**config.mk**
```make
export PLATFORM = sky130hd
export DESIGN_NAME = yv_read_scheduler
export DESIGN_NICKNAME = d
export VERILOG_FILES = /design/src/rtl/yv_read_scheduler.sv
export SDC_FILE = /design/constraint.sdc
export NUM_CORES = 1
export LEC_CHECK = 0
export ABC_AREA = 0
export CORE_MARGIN = 4
export CORE_UTILIZATION = 49
export DETAILED_ROUTE_END_ITERATION = 10
export PLACE_DENSITY_LB_ADDON = 0.05
export SLEW_MARGIN = 0
export SYNTH_ARGS = -nofsm -noshare
export SYNTH_HDL_FRONTEND = slang
export SYNTH_SLANG_ARGS = --single-unit
```
**constraint.sdc**
```tcl
create_clock -name clock -period 5.1 [get_ports clock]
set_input_delay 1.53 -clock clock [delete_from_list [all_inputs] [get_ports clock]]
set_output_delay 1.53 -clock clock [all_outputs]
set_load 0.02 [all_outputs]
```
**src/rtl/yv_read_scheduler.sv**
```systemverilog
// Sweep sequencer and V SRAM port arbiter for the Jacobi Y/V read path.
// Walks Y column-info groups and grants up to two lanes per V SRAM per issue cycle.
module yv_read_scheduler #(
  parameter int Y_BASE = 63,
  parameter int Y_ROWS = 1024
) (
  input  logic        clock,
  input  logic        reset,
  input  logic        start,
  input  logic        fifo_ready,
  input  logic [15:0] y_col_info_0,
  input  logic [15:0] y_col_info_1,
  input  logic [15:0] y_col_info_2,
  input  logic [15:0] y_col_info_3,
  output logic [10:0] y_addr,
  output logic        y_rd_en,
  output logic [35:0] sram_addr_port1,
  output logic [35:0] sram_addr_port2,
  output logic [3:0]  sram_en_port1,
  output logic [3:0]  sram_en_port2,
  output logic [3:0]  lane_issue,
  output logic [11:0] lane_route,
  output logic [3:0]  lane_newrow,
  output logic        group_last,
  output logic        busy,
  output logic        sweep_done,
  output logic        vsram_bank
);

  typedef enum logic [2:0] {
    S_IDLE,
    S_FETCH,
    S_LOAD,
    S_ISSUE,
    S_DONE
  } state_t;

  localparam logic [10:0] Y_BASE_L = 11'(Y_BASE);
  localparam logic [10:0] LAST_ROW = 11'(Y_ROWS - 1);

  state_t      state_q, state_d;
  logic [10:0] row_q, row_d;
  logic        bank_q, bank_d;
  logic [3:0]  pending_q, pending_d;
  logic [3:0]  newrow_q, newrow_d;
  logic        first_q, first_d;
  // Per lane: {col[9:2], sram[1:0]}; the rest of the entry is consumed at LOAD.
  logic [9:0]  lane_q [4];

  logic [15:0] col_in [4];
  logic [3:0]  newrow_in;
  logic [1:0]  sel;
  logic        unused_col_bits;

  assign col_in[0] = y_col_info_0;
  assign col_in[1] = y_col_info_1;
  assign col_in[2] = y_col_info_2;
  assign col_in[3] = y_col_info_3;

  assign unused_col_bits = ^{y_col_info_0[12:10], y_col_info_1[12:10],
                             y_col_info_2[12:10], y_col_info_3[12:10]};

  always_comb begin
    for (int i = 0; i < 4; i++) newrow_in[i] = &col_in[i][15:13];
  end

  assign busy       = (state_q != S_IDLE);
  assign vsram_bank = bank_q;

  always_comb begin
    // NOTE: every comb output and next-state gets a default first, so no path can infer a latch.
    state_d         = state_q;
    row_d           = row_q;
    bank_d          = bank_q;
    pending_d       = pending_q;
    newrow_d        = newrow_q;
    first_d         = first_q;
    sel             = '0;
    y_addr          = '0;
    y_rd_en         = 1'b0;
    sram_addr_port1 = '0;
    sram_addr_port2 = '0;
    sram_en_port1   = '0;
    sram_en_port2   = '0;
    lane_issue      = '0;
    lane_route      = '0;
    lane_newrow     = '0;
    group_last      = 1'b0;
    sweep_done      = 1'b0;

    unique case (state_q)
      S_IDLE: begin
        if (start) begin
          state_d = S_FETCH;
          row_d   = '0;
        end
      end
      S_FETCH: begin
        y_addr  = Y_BASE_L + row_q;
        y_rd_en = 1'b1;
        state_d = S_LOAD;
      end
      S_LOAD: begin
        pending_d = ~newrow_in;
        newrow_d  = newrow_in;
        first_d   = 1'b1;
        state_d   = S_ISSUE;
      end
      S_ISSUE: begin
        if (fifo_ready) begin
          // Lower lanes win; a lane takes port1 of its SRAM, then port2, else waits.
          for (int i = 0; i < 4; i++) begin
            if (pending_q[i]) begin
              sel = lane_q[i][1:0];
              if (!sram_en_port1[sel]) begin
                sram_en_port1[sel]            = 1'b1;
                sram_addr_port1[9*sel +: 9]   = {bank_q, lane_q[i][9:2]};
                lane_issue[i]                 = 1'b1;
                lane_route[3*i +: 3]          = {1'b0, sel};
              end else if (!sram_en_port2[sel]) begin
                sram_en_port2[sel]            = 1'b1;
                sram_addr_port2[9*sel +: 9]   = {bank_q, lane_q[i][9:2]};
                lane_issue[i]                 = 1'b1;
                lane_route[3*i +: 3]          = {1'b1, sel};
              end
            end
          end
          pending_d   = pending_q & ~lane_issue;
          lane_newrow = first_q ? newrow_q : 4'b0000;
          first_d     = 1'b0;
          if (pending_d == 4'b0000) begin
            group_last = 1'b1;
            if (row_q == LAST_ROW) begin
              state_d = S_DONE;
              bank_d  = ~bank_q;
            end else begin
              row_d   = row_q + 11'd1;
              state_d = S_FETCH;
            end
          end
        end
      end
      S_DONE: begin
        sweep_done = 1'b1;
        state_d    = S_IDLE;
      end
      default: state_d = S_IDLE;
    endcase
  end

  // NOTE: sequential state uses non-blocking assignments only, so all registers update together.
  always_ff @(posedge clock or posedge reset) begin
    if (reset) begin
      state_q   <= S_IDLE;
      row_q     <= '0;
      bank_q    <= 1'b0;
      pending_q <= '0;
      newrow_q  <= '0;
      first_q   <= 1'b0;
    end else begin
      state_q   <= state_d;
      row_q     <= row_d;
      bank_q    <= bank_d;
      pending_q <= pending_d;
      newrow_q  <= newrow_d;
      first_q   <= first_d;
    end
  end

  // NOTE: the lane array is four small flops, so it is reset like any other register.
  always_ff @(posedge clock or posedge reset) begin
    if (reset) begin
      for (int i = 0; i < 4; i++) lane_q[i] <= '0;
    end else if (state_q == S_LOAD) begin
      for (int i = 0; i < 4; i++) lane_q[i] <= col_in[i][9:0];
    end
  end

endmodule

```
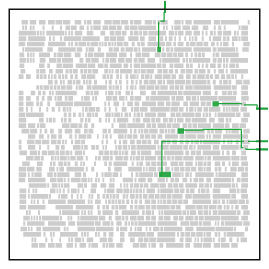
(images/port_nets.png)
(2 px per µm)
sram_en_port1: in green, bits 4, direction output, edge 3 right, 1 top, end cells 4, buffers 4, wire 152 µm.
Ports: 184
# port buffers: 170

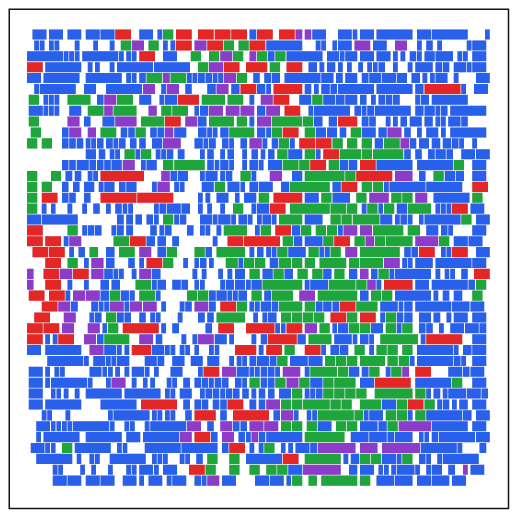
(images/drive_strength.png)
(4 px per µm)
drive 2: in purple, cells 93, share 7.3%. drive 6 and up: in red, cells 92, share 7.2%. drive 3 to 4: in green, cells 234, share 18%. drive 1 or less: in blue, cells 862, share 67%.
Area Growth Syn to Fin: 62.0%
Non-clk bufs: 341
fin area: 0.0108 mm²

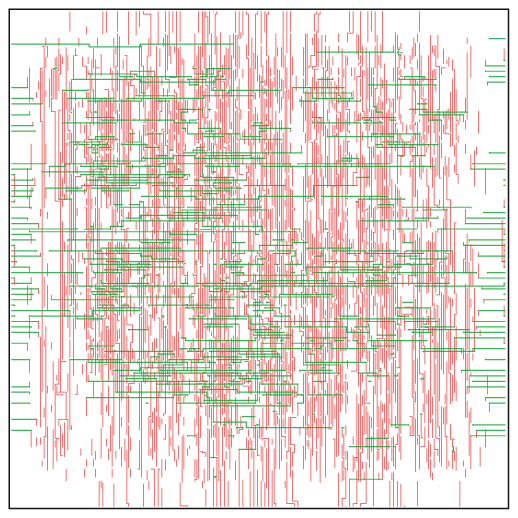
(images/metal_stack.png)
(4 px per µm) Two of the layers only.
met3: in green, wire length 3,920 µm. met2: in red, wire length 14,100 µm.
Total GRT Usage: 34.3%
wire per inst: 21.4 µm
Post-Route WL: 31,100 µm

==> out/metrics.cfg <==
[status]
status = finished, violations left
violations = negative setup slack

[synthesis]
muxShareOfSynthArea_pct = 2.20
topCombFamilyByArea = simple AND/OR/NAND/NOR gates
synth.distinct_cells = 74
synth-adder-area-share_pct = 3.39
synth_cells = 1008
synthArstFlopShare_pct = 100
common_cells = nand2_1 (270), o21ai_0 (94), nor2_1 (84)
postSynthSeqShare_pct = 24.1
synth.most_common_cell = nand2_1
synth_flops = 64
aoi_share_pct = 26.4

[global_route]
grtUsageMet3_pct = 6.26
grt.busiest_layer = met2
met2_usage_pct = 54.5

[routing]
num_vias = 9369
drt_iter0_markers = 1682
drtPass1Iterations = 6
vias_per_cell = 6.43
drc = 0

[sta]
finalHoldWorstSlack_ns = 0.485
tns_ns = -14.32
fin_ws_ns = -0.371
slew_headroom_pct = 31.4
setup_violations = 83
slew_viol_final = 0

[setup_path]
reg2reg_slack_ns = 1.13
crit_chain = ha_1 -> mux2_4 -> a221o_1 -> a21boi_4 -> a32oi_4 -> buf_6 -> nand4_1 -> a32oi_2 -> nor3_4 -> o21a_2 -> buf_6 -> or3_1 -> o21ai_1 -> buf_4
crit_arrival_ns = 3.94
slowest_delay_ns = 0.46
critPathCaptureType = output port
reg2reg_to = row_q[7]
path_depth = 14

[min_path]
hp-class = reg2reg
whs_path_depth = 2

[floorplanning]
die_h_um = 124
dieWidth_um = 124
rows = 42

[place]
placed_cells = 1386

[cells_and_area]
clk_share_pct = 2.74
largest_reg_flops = 40
inv_count = 20
largest_register = lane_q
diodes = 0
comb_cells = 842
logic_area_mm2 = 0.00540
fin_cells = 1457
flop-count = 64

[clock_tree]
clock_latency_ns = 0.35
ctsResizeCount = 497

[power_and_ir_drop]
powerComb_mw = 4.11
power.share.sequential_pct = 21.0
peakVddDrop_uv = 349
pg_seq_mw = 1.27
switchingPower_mw = 3.13
p_int_mw = 2.88

